**src/rtl/keypad_pkg.sv**
```systemverilog
// Shared types and tables for the 4x4 keypad scanner: FSM states,
// column drive patterns and the row/column to hex key map.
package keypad_pkg;

  localparam int unsigned KP_W = 4;

  typedef enum logic [1:0] {
    SCAN     = 2'd0,
    DEBOUNCE = 2'd1,
    PRESSED  = 2'd2,
    RELEASE  = 2'd3
  } state_e;

  localparam logic [KP_W-1:0] ROWS_IDLE = 4'b1111;

  // Active-low column drive, indexed by column number.
  localparam logic [KP_W-1:0] COL_ONEHOT [4] = '{
    4'b1110, 4'b1101, 4'b1011, 4'b0111
  };

  // Indexed by {row, col}; row 3 carries '*' as E and '#' as F.
  localparam logic [KP_W-1:0] KEY_MAP [16] = '{
    4'h1, 4'h2, 4'h3, 4'hA,
    4'h4, 4'h5, 4'h6, 4'hB,
    4'h7, 4'h8, 4'h9, 4'hC,
    4'hE, 4'h0, 4'hF, 4'hD
  };

  function automatic logic [1:0] lowest_low_row(input logic [KP_W-1:0] rows);
    logic [1:0] idx;
    idx = 2'd0;
    for (int i = 3; i >= 0; i--) begin
      if (!rows[i]) idx = 2'(i);
    end
    return idx;
  endfunction

  function automatic logic [KP_W-1:0] key_lookup(input logic [1:0] row,
                                                 input logic [1:0] col);
    return KEY_MAP[{row, col}];
  endfunction

endpackage

```
**src/rtl/module_sync2.sv**
```systemverilog
// Two-flop synchronizer bringing the asynchronous keypad rows into clk.
module module_sync2 #(
  parameter int unsigned WIDTH = 4
) (
  input  logic             clk,
  input  logic             rst,
  input  logic [WIDTH-1:0] d_i,
  output logic [WIDTH-1:0] q_o
);

  logic [WIDTH-1:0] meta_q;
  logic [WIDTH-1:0] sync_q;

  always_ff @(posedge clk or posedge rst) begin
    if (rst) begin
      meta_q <= '0;
      sync_q <= '0;
    end else begin
      meta_q <= d_i;
      sync_q <= meta_q;
    end
  end

  assign q_o = sync_q;

endmodule

```
**src/rtl/module_keypad_scan.sv**
```systemverilog
// 4x4 matrix keypad scanner: rotates the column drive, debounces press and
// release on the frozen column and reports the accepted key as a hex code.
module module_keypad_scan
  import keypad_pkg::*;
#(
  parameter int unsigned SCAN_DIV     = 27000,
  parameter int unsigned DEBOUNCE_CNT = 270000
) (
  input  logic            clk,
  input  logic            rst,
  input  logic [KP_W-1:0] row_i,
  output logic [KP_W-1:0] col_o,
  output logic [KP_W-1:0] key_code,
  output logic            key_valid,
  output logic            key_held
);

  localparam int unsigned MAX_PARAM = (SCAN_DIV > DEBOUNCE_CNT) ? SCAN_DIV : DEBOUNCE_CNT;
  localparam int unsigned CNT_W     = $clog2(MAX_PARAM) + 1;
  localparam logic [CNT_W-1:0] DIV_LAST = CNT_W'(SCAN_DIV - 1);
  localparam logic [CNT_W-1:0] DEB_LAST = CNT_W'(DEBOUNCE_CNT - 1);
  localparam logic [CNT_W-1:0] CNT_MAX  = '1;

  logic [KP_W-1:0] rows_s;

  state_e          state_q,   state_d;
  logic [1:0]      col_idx_q, col_idx_d;
  logic [KP_W-1:0] col_q,     col_d;
  logic [CNT_W-1:0] div_q,    div_d;
  logic [CNT_W-1:0] cnt_q,    cnt_d;
  logic [KP_W-1:0] pat_q,     pat_d;
  logic [1:0]      row_idx_q, row_idx_d;
  logic [KP_W-1:0] code_q,    code_d;
  logic            valid_q,   valid_d;
  logic            held_q,    held_d;

  module_sync2 #(
    .WIDTH (KP_W)
  ) u_row_sync (
    .clk (clk),
    .rst (rst),
    .d_i (row_i),
    .q_o (rows_s)
  );

  always_ff @(posedge clk or posedge rst) begin
    if (rst) begin
      state_q   <= SCAN;
      col_idx_q <= 2'd0;
      col_q     <= COL_ONEHOT[0];
      div_q     <= '0;
      cnt_q     <= '0;
      pat_q     <= ROWS_IDLE;
      row_idx_q <= 2'd0;
      code_q    <= '0;
      valid_q   <= 1'b0;
      held_q    <= 1'b0;
    end else begin
      state_q   <= state_d;
      col_idx_q <= col_idx_d;
      col_q     <= col_d;
      div_q     <= div_d;
      cnt_q     <= cnt_d;
      pat_q     <= pat_d;
      row_idx_q <= row_idx_d;
      code_q    <= code_d;
      valid_q   <= valid_d;
      held_q    <= held_d;
    end
  end

  // Next-state: scan, lock on a low row, then debounce press and release.
  always_comb begin
    state_d   = state_q;
    col_idx_d = col_idx_q;
    div_d     = div_q;
    cnt_d     = cnt_q;
    pat_d     = pat_q;
    row_idx_d = row_idx_q;
    code_d    = code_q;
    valid_d   = 1'b0;
    held_d    = held_q;

    case (state_q)
      SCAN: begin
        // Rows are only trusted on the slot's last cycle, after the synchronizer settles.
        if (div_q == DIV_LAST) begin
          div_d = '0;
          if (rows_s != ROWS_IDLE) begin
            pat_d     = rows_s;
            row_idx_d = lowest_low_row(rows_s);
            cnt_d     = '0;
            state_d   = DEBOUNCE;
          end else begin
            col_idx_d = col_idx_q + 2'd1;
          end
        end else begin
          div_d = div_q + CNT_W'(1);
        end
      end

      DEBOUNCE: begin
        if (rows_s == pat_q) begin
          if (cnt_q == DEB_LAST) begin
            code_d  = key_lookup(row_idx_q, col_idx_q);
            valid_d = 1'b1;
            held_d  = 1'b1;
            cnt_d   = '0;
            state_d = PRESSED;
          end else if (cnt_q != CNT_MAX) begin
            cnt_d = cnt_q + CNT_W'(1);
          end
        end else begin
          cnt_d     = '0;
          div_d     = '0;
          col_idx_d = col_idx_q + 2'd1;
          state_d   = SCAN;
        end
      end

      PRESSED: begin
        if (rows_s == ROWS_IDLE) begin
          cnt_d   = '0;
          state_d = RELEASE;
        end
      end

      RELEASE: begin
        if (rows_s == ROWS_IDLE) begin
          if (cnt_q == DEB_LAST) begin
            held_d    = 1'b0;
            cnt_d     = '0;
            div_d     = '0;
            col_idx_d = col_idx_q + 2'd1;
            state_d   = SCAN;
          end else if (cnt_q != CNT_MAX) begin
            cnt_d = cnt_q + CNT_W'(1);
          end
        end else begin
          cnt_d   = '0;
          state_d = PRESSED;
        end
      end

      default: begin
        state_d = SCAN;
      end
    endcase

    col_d = COL_ONEHOT[col_idx_d];
  end

  assign col_o     = col_q;
  assign key_code  = code_q;
  assign key_valid = valid_q;
  assign key_held  = held_q;

endmodule

```
**config.mk**
```make
export PLATFORM = sky130hd
export DESIGN_NAME = module_keypad_scan
export DESIGN_NICKNAME = d
export VERILOG_FILES = /design/src/rtl/keypad_pkg.sv /design/src/rtl/module_sync2.sv /design/src/rtl/module_keypad_scan.sv
export SDC_FILE = /design/constraint.sdc
export NUM_CORES = 1
export LEC_CHECK = 0
export CORE_MARGIN = 1
export CORE_UTILIZATION = 61
export DETAILED_ROUTE_END_ITERATION = 7
export MAX_ROUTING_LAYER = met4
export PLACE_DENSITY = 0.78
export SETUP_SLACK_MARGIN = 0.15
export SLEW_MARGIN = 30
export SYNTH_ARGS = -nofsm -noshare
export SYNTH_HDL_FRONTEND = slang
export SYNTH_HIERARCHICAL = 1
export SYNTH_SLANG_ARGS = --single-unit
```
**constraint.sdc**
```tcl
create_clock -name clk -period 2.75 [get_ports clk]
set_clock_uncertainty 0.1 [all_clocks]
set_input_delay 0.275 -clock clk [delete_from_list [all_inputs] [get_ports clk]]
set_output_delay 0.275 -clock clk [all_outputs]
set_load 0.005 [all_outputs]
```
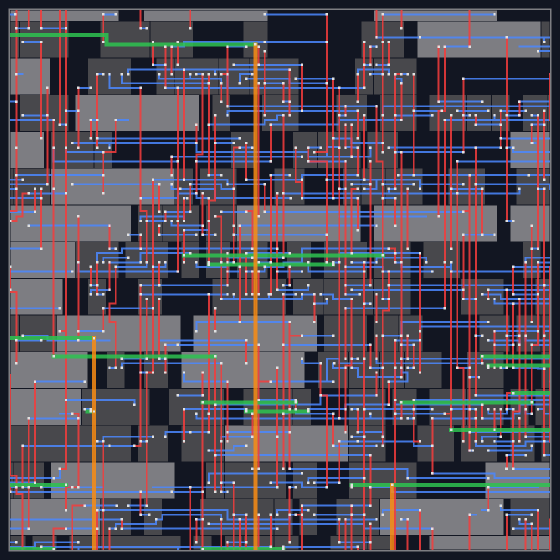
Fig. 1. Close-up of the layout (run 1).
Window x 20 to 60, y 37 to 77 µm. Cells in grey, sequential cells in the stronger grey; small squares are vias.
colour	layer
orange	metal 4
green	metal 3
blue	metal 1
red	metal 2
sequential cells in the window	17
netlist names of flops here include	`div_q` (11), `key_code` (3)
cells with their middle in the window	116
most frequent	dfrtp_1 (17), nand2_1 (9), buf_4 (9)

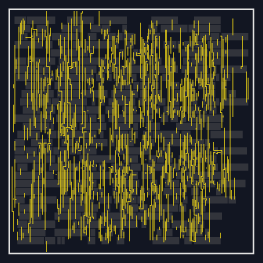
Fig. 2. The metal 2 layer (run 1).
Scale: 3 px per µm.
share of all routed wire	48%
nets with wire on the layer	355
routed wire length: 8240 µm
M2 GR Usage: 45.0%
via count: 3209

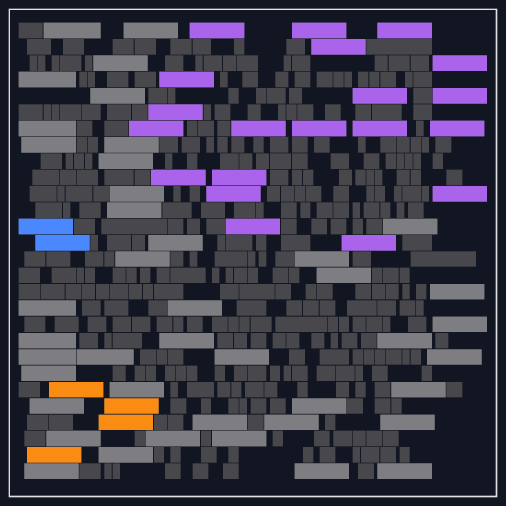
Fig. 3. Sequential cells grouped by signal name (run 1).
Scale: 6 px per µm.
colour	signal	placed flops
blue	`row_idx_q`	2
orange	`u_row_sync/q_o`	4
purple	`div_q`	20
not coloured	42
Layout Utilization: 72.2%
Sequential Power: 1.01 mW

==> results_dict.tcl, run 1 <==
# place-and-route summary
set metrics [dict create \
    status "complete, no violations" \
    layout_top_cell_excl_fill_tap "dfrtp_1" \
    cts_sinks 68 \
    worst_pin_slew_ps 714 \
    drive_above_1_share_pct 15.5 \
    top_usage_layer "met2" \
    drtPass1Iterations 5 \
    comb_cells 287 \
    fmax_ghz 0.414 \
    ys_warn_count 6 \
    grt_use_met3_pct 4.72 \
    preCtsSetupSlack_ps 341 \
    yosysTopAreaCellShare_pct 40.1 \
    postSynthSeqShare_pct 45.0 \
    wl_met1_um 3840 \
    setup-tns-final_ps 0 \
    taps 75 \
    r2r-end "div_q[4]" \
    syn_avg_cell_area_um2 9.83 \
    p_int_mw 1.62 \
    pwr-share-clk_pct 48.5 \
    reg2reg_depth 6 \
    synth.distinct_cells 53 \
    maxCapViolations 0 \
    warnings 29 \
    period_used_pct 87.8 \
    seqPwrFrac_pct 49.6 \
    met1_usage_pct 37.6 \
    dp_cells 471 \
    htree_num_levels 3 \
    antenna_found_initial 0 \
    ys_cells 387 \
    grt_pass1_wl_um 13800 \
    power_leader "sequential cells" \
    total_power_mw 2.04 \
    max-slew-margin-rel_pct 52.4 \
    fp-row-count 28 \
    worst_slack_ps 336 \
    startpoint_type "flip-flop" \
    clk_latency_ps 340 \
    n_all_inverters 9 \
    synth-main-ff-cell "dfrtp_1" \
    num-nets-final 419 \
    timing.rr.start "cnt_q[14]" \
    async_flop_share_pct 100 \
    leakagePower_nw 1.75 \
    layout_min_cycle_time_ps 2410 \
    cp-end-kind "flip-flop" \
    switching_share_pct 20.4 \
    grt_pass1_vias 2902 \
    ys.flops 68 \
    syn_area_mm2 0.00380 \
    place.gp.congestion 0.856 \
    grt_max_degree 33 \
    clk_pin_slew_worst_paths_ps 70 \
    final_area_mm2 0.00430 \
    cp_max_fo 19 \
    clock_cell_area_share_pct 5.58 \
    pwr-share-comb_pct 1.9 \
    cp_data_required_time_ps 2880 \
    syn-num-nets 399 \
    reg_top3 "cnt_q x20, div_q x20" \
    critical_path.slowest_cell "or4b_4" \
    clockBufferDepth 2 \
    vdd_drop_max_v 0.000385 \
    largest_area_cell "dfrtp_1" \
    switching_power_mw 0.417 \
    finalHoldViolCount 0 \
    route.antenna.remaining_nets 0 \
    place_area_mm2 0.00406 \
    route.met2.wl_um 3920 \
    buf_share_pct 6.46 \
    drt_iter0_markers 180 \
    comb_area_share_pct 45.2 \
    die_width_um 81.0 \
    cts_buffers 9 \
    p_clk_mw 0.990 \
    ys_area_mm2 0.00380 \
    max_stage_delay_ps 590 \
    post-cts-setup-buffers 0 \
    rsz0062_at_grt "false" \
    hold_ws_ps 112 \
]
run 1: logic make-up after synthesis:
logic type      count (synthesis)  share of synthesized area (%)
xor+xnor                        5                           1.15
simple gates                  150                           22.9
compound gates                105                           19.1
buf+inv                        32                           3.92
flops                          68                           45.0
fa+ha+maj                       6                           1.97
mux                            21                           5.96
run 1: worst max path at each step:
stage / from / end / cells past startpoint
after floorplan: cnt_q[14] / div_q[4] / 6
after global placement: cnt_q[14] / div_q[13] / 6
after detailed placement: cnt_q[14] / div_q[4] / 6
after CTS: cnt_q[14] / div_q[4] / 6
after global routing: div_q[7] / cnt_q[7] / 6
final: cnt_q[14] / div_q[4] / 6
==> run 2: changes to the inputs <==
Settings changed: ABC_CLOCK_PERIOD_IN_PS set to 2750, SKIP_CTS_REPAIR_TIMING set to 1.
==> results_dict.tcl, run 2 <==
# place-and-route summary
set metrics [dict create \
    common_cells "dfrtp_1, nand2_1, a21oi_1" \
    cts_sinks 68 \
    powerDensity_mw_per_mm2 474 \
    hold_path_class "input pin to asynchronous set/reset pin" \
    route.antenna.remaining_nets 0 \
    setup-tns-final_ps 0 \
    syn_avg_cell_area_um2 9.83 \
    io_buffers 15 \
    drive_above_1_share_pct 15.5 \
    top_cell "dfrtp_1" \
    p_clk_mw 0.990 \
    ys_sh_simple_pct 22.9 \
    pwr-share-clk_pct 48.5 \
    cp-end-kind "flip-flop" \
    pwr-share-comb_pct 1.9 \
    maxCapViolations 0 \
    reg2reg_depth 6 \
    drcViolationCount 0 \
    synthXorXnorAreaFrac_pct 1.15 \
    largest_area_cell "dfrtp_1" \
    startpoint_type "flip-flop" \
    num-nets-final 419 \
    cts_tree "yes" \
    hold_ws_ps 112 \
    clockBufferDepth 2 \
    dp_cells 471 \
    endpoint "div_q[4]" \
    maxSlewViolCount 0 \
    setup_violations 0 \
    clockRootBuffer "clkbuf_8" \
    worstSetupStartpoint "cnt_q[14]" \
    clk_latency_ps 340 \
    cp_max_fo 19 \
    fp_util_pct 63.8 \
    yosys.area_share.adder_pct 1.97 \
    synthAoiAreaFrac_pct 19.1 \
    ys_sh_mux_pct 5.96 \
    synth-main-ff-cell "dfrtp_1" \
    syn2layout_area_growth_pct 13.2 \
    reg_top3 "cnt_q x20, div_q x20" \
    place.gp.congestion 0.856 \
    yosysTopAreaCellShare_pct 40.1 \
    htree_num_levels 3 \
    fmax_ghz 0.414 \
    crit_chain "or4b_4, nor3_4, a41oi_2, buf_4, a211o_1, a22o_1" \
    final.fill_count 438 \
    route.met2.wl_um 3920 \
    warnings 29 \
    ys.flops 68 \
    max_stage_delay_ps 590 \
    edf_count 0 \
    ys_area_mm2 0.00380 \
    p_int_mw 1.62 \
    die_h_um 81.0 \
    max-slew-margin-rel_pct 52.4 \
    preCtsSetupSlack_ps 341 \
    antenna_found_initial 0 \
    fp-row-count 28 \
    syn_area_mm2 0.00380 \
    core_mm2 0.00596 \
    die-area_mm2 0.00655 \
    place_area_mm2 0.00406 \
    routedWlPerCell_um 16.9 \
    globalRouteTotalUtil_pct 28.5 \
    total_power_mw 2.04 \
    syn-num-nets 399 \
    r2r_slack_ps 340 \
    seq-power_mw 1.01 \
    layout_min_cycle_time_ps 2410 \
    cp_data_required_time_ps 2880 \
    top_cells_by_area "dfrtp_1, dfstp_2, mux2_2, o31ai_1, a21oi_1" \
    post-dp-hpwl_um 5570 \
    final_area_mm2 0.00430 \
    wl_met1_um 3840 \
    async_flop_share_pct 100 \
    grt_pass1_wl_um 13800 \
    diodes 0 \
    leakagePower_nw 1.75 \
    layout_top_cells "dfrtp_1, nand2_1, a21oi_1" \
    critical_path.slowest_cell "or4b_4" \
    powerComb_mw 0.0378 \
    finalHoldViolCount 0 \
    ys_warn_count 6 \
    drt_iter0_markers 180 \
    pin_count 16 \
    seqPwrFrac_pct 49.6 \
    ys_cells 387 \
    finalWirelength_um 8240 \
    ys_top_logic_family "simple AND/OR/NAND/NOR gates" \
    status "complete, no violations" \
    avgViaCountPerCell 6.59 \
    worst_pin_slew_ps 714 \
    synth_cells 387 \
    timing.rr.start "cnt_q[14]" \
    vdd_drop_max_v 0.000385 \
    worstSetupPathType "flip-flop to flip-flop" \
    grt_max_degree 33 \
    met3WireLength_um 377 \
    clk_pin_slew_worst_paths_ps 70 \
    grt_overflow_total 0 \
    drtPass1Iterations 5 \
    vias 3209 \
    grt_pass1_vias 2902 \
    fin_util_pct 72.2 \
    power_leader "sequential cells" \
    synth.distinct_cells 53 \
    r2r-end "div_q[4]" \
    period_used_pct 87.8 \
    worst_slack_ps 336 \
    die_width_um 81.0 \
    rsz0062_at_grt "false" \
    switching_power_mw 0.417 \
    highest_layer "met4" \
    crit_arrival_ps 2540 \
    switching_share_pct 20.4 \
    postSynthSeqShare_pct 45.0 \
    cts_buffers 9 \
]
## run 2: cell counts after synthesis
No cell type changed its count.
## run 2: cell type report
type	instances	area (µm²)	share of cell area (%)
clock buffers	10	128	2.97
repair buffers	32	278	6.46
inverters	9	33.8	0.785
flip-flops and latches	68	1710	39.7
multi-input cells	287	1950	45.2
clock inverters	6	113	2.62
well taps	75	93.8	2.18
## run 2: worst max-delay path: cells and delay by family, from the launching register on
kind                   cells  cell delay [ps]
AND/OR/NAND/NOR            2              860
AND-OR/OR-AND              3              660
flip-flops                 1              430
buffers and inverters      1              250
## run 2: per-layer routing
| layer | GRT usage [%] | up-vias |
|---|---|---|
| li1 | - | 1529 |
| met1 | 37.6 | 1580 |
| met2 | 45.0 | 86 |
| met3 | 4.72 | 14 |
| met4 | 9.11 | 0 |
| met5 | - | - |
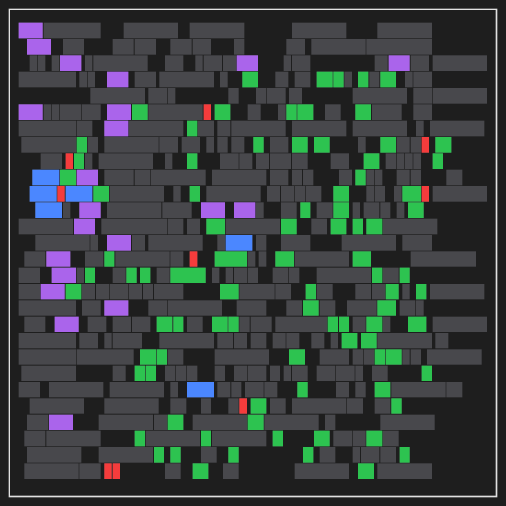
Fig. 4. Selected gate families (run 2).
Scale: 6 px per µm.
colour	family	cells
blue	fa/ha/maj cells	6
green	aoi and oai cells	88
purple	mux cells	21
red	inv cells	9
non-filler cells, final: 487
Top cell excl fill/tap: dfrtp_1

==> run 3: changes to the inputs <==
Settings changed: SKIP_CTS_REPAIR_TIMING 1 to not set.
==> results_dict.tcl, run 3 <==
# place-and-route summary
set metrics [dict create \
    syn_avg_cell_area_um2 9.83 \
    worstSetupPathType "flip-flop to flip-flop" \
    cts_buffers 9 \
    nNonClkBuffers 32 \
    globalRouteTotalUtil_pct 28.5 \
    status "complete, no violations" \
    layout_top_cell_excl_fill_tap "dfrtp_1" \
    place_area_mm2 0.00406 \
    powerComb_mw 0.0378 \
    endpoint "div_q[4]" \
    antenna_found_initial 0 \
    syn_area_mm2 0.00380 \
    period_used_pct 87.8 \
    hold_path_class "input pin to asynchronous set/reset pin" \
    largest_area_cell "dfrtp_1" \
    switching_share_pct 20.4 \
    htree_num_levels 3 \
    cp_max_fo 19 \
    edf_count 0 \
    logic_area_mm2 0.00195 \
    post-dp-hpwl_um 5570 \
    startpoint_type "flip-flop" \
    hold_ws_ps 112 \
    warnings 29 \
    p_clk_mw 0.990 \
    taps 75 \
    rsz0062_at_grt "false" \
    synth.distinct_cells 53 \
    setup_violations 0 \
    pwr-share-comb_pct 1.9 \
    flop-count 68 \
    stdcell_count 487 \
    cp.depth 6 \
    layout_top_cells "dfrtp_1, nand2_1, a21oi_1" \
    max-slew-margin-rel_pct 52.4 \
    drtPass1Iterations 5 \
    crit_chain "or4b_4, nor3_4, a41oi_2, buf_4, a211o_1, a22o_1" \
    synth-main-ff-cell "dfrtp_1" \
    drive_above_1_share_pct 15.5 \
    die-area_mm2 0.00655 \
    reg_top3 "cnt_q x20, div_q x20" \
    die_h_um 81.0 \
    clk_latency_ps 340 \
    leakagePower_nw 1.75 \
    n_all_inverters 9 \
    largestClassByArea "combinational gates" \
    die_width_um 81.0 \
    synth_cells 387 \
    fin_util_pct 72.2 \
    io_buffers 15 \
    common_cells "dfrtp_1, nand2_1, a21oi_1" \
    crit_arrival_ps 2540 \
    dp_cells 471 \
    seqPwrFrac_pct 49.6 \
    finalWirelength_um 8240 \
    fp_util_pct 63.8 \
    clock_cell_area_share_pct 5.58 \
    ys_area_mm2 0.00380 \
    async_flop_share_pct 100 \
    cts_sinks 68 \
    final_area_mm2 0.00430 \
    worst_pin_slew_ps 714 \
]
==> run 3: cell counts after synthesis <==
Identical to the previous run, type by type.
==> run 3: logic make-up (layout without fill, tap and decap cells) <==
logic type | count (synthesis) | in the layout | share of synthesized area (%)
AND-OR/OR-AND | 105 | 105 | 19.1
XOR/XNOR | 5 | 5 | 1.15
adder cells (fa/ha/maj) | 6 | 6 | 1.97
buffers and inverters | 32 | 57 | 3.92
flip-flops | 68 | 68 | 45.0
multiplexers | 21 | 21 | 5.96
AND/OR/NAND/NOR | 150 | 150 | 22.9
==> run 3: layer usage <==
metal / vias to the layer above / global-route usage [%] / routed length, µm
li1: 1529 / - / -
met1: 1580 / 37.6 / 3840
met2: 86 / 45.0 / 3920
met3: 14 / 4.72 / 377
met4: 0 / 9.11 / 101
met5: - / - / 0
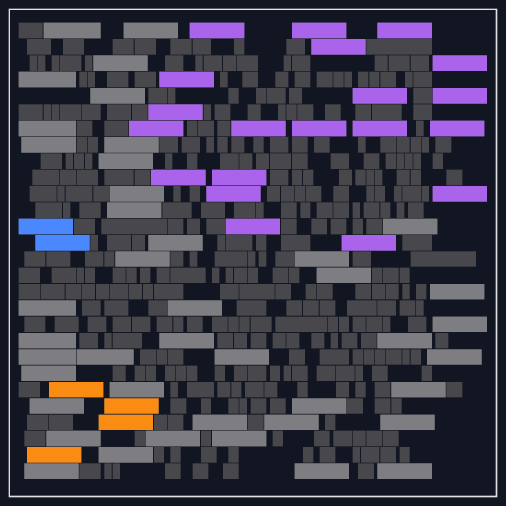
Fig. 5. Sequential cells grouped by signal name (run 3).
Scale: 6 px per µm.
colour	signal	placed flops
purple	`div_q`	20
blue	`row_idx_q`	2
orange	`u_row_sync/q_o`	4
Seq/total area: 39.7%
area occupied by registers: 0.00171 mm²

Power is estimated from default activity; no workload was simulated.
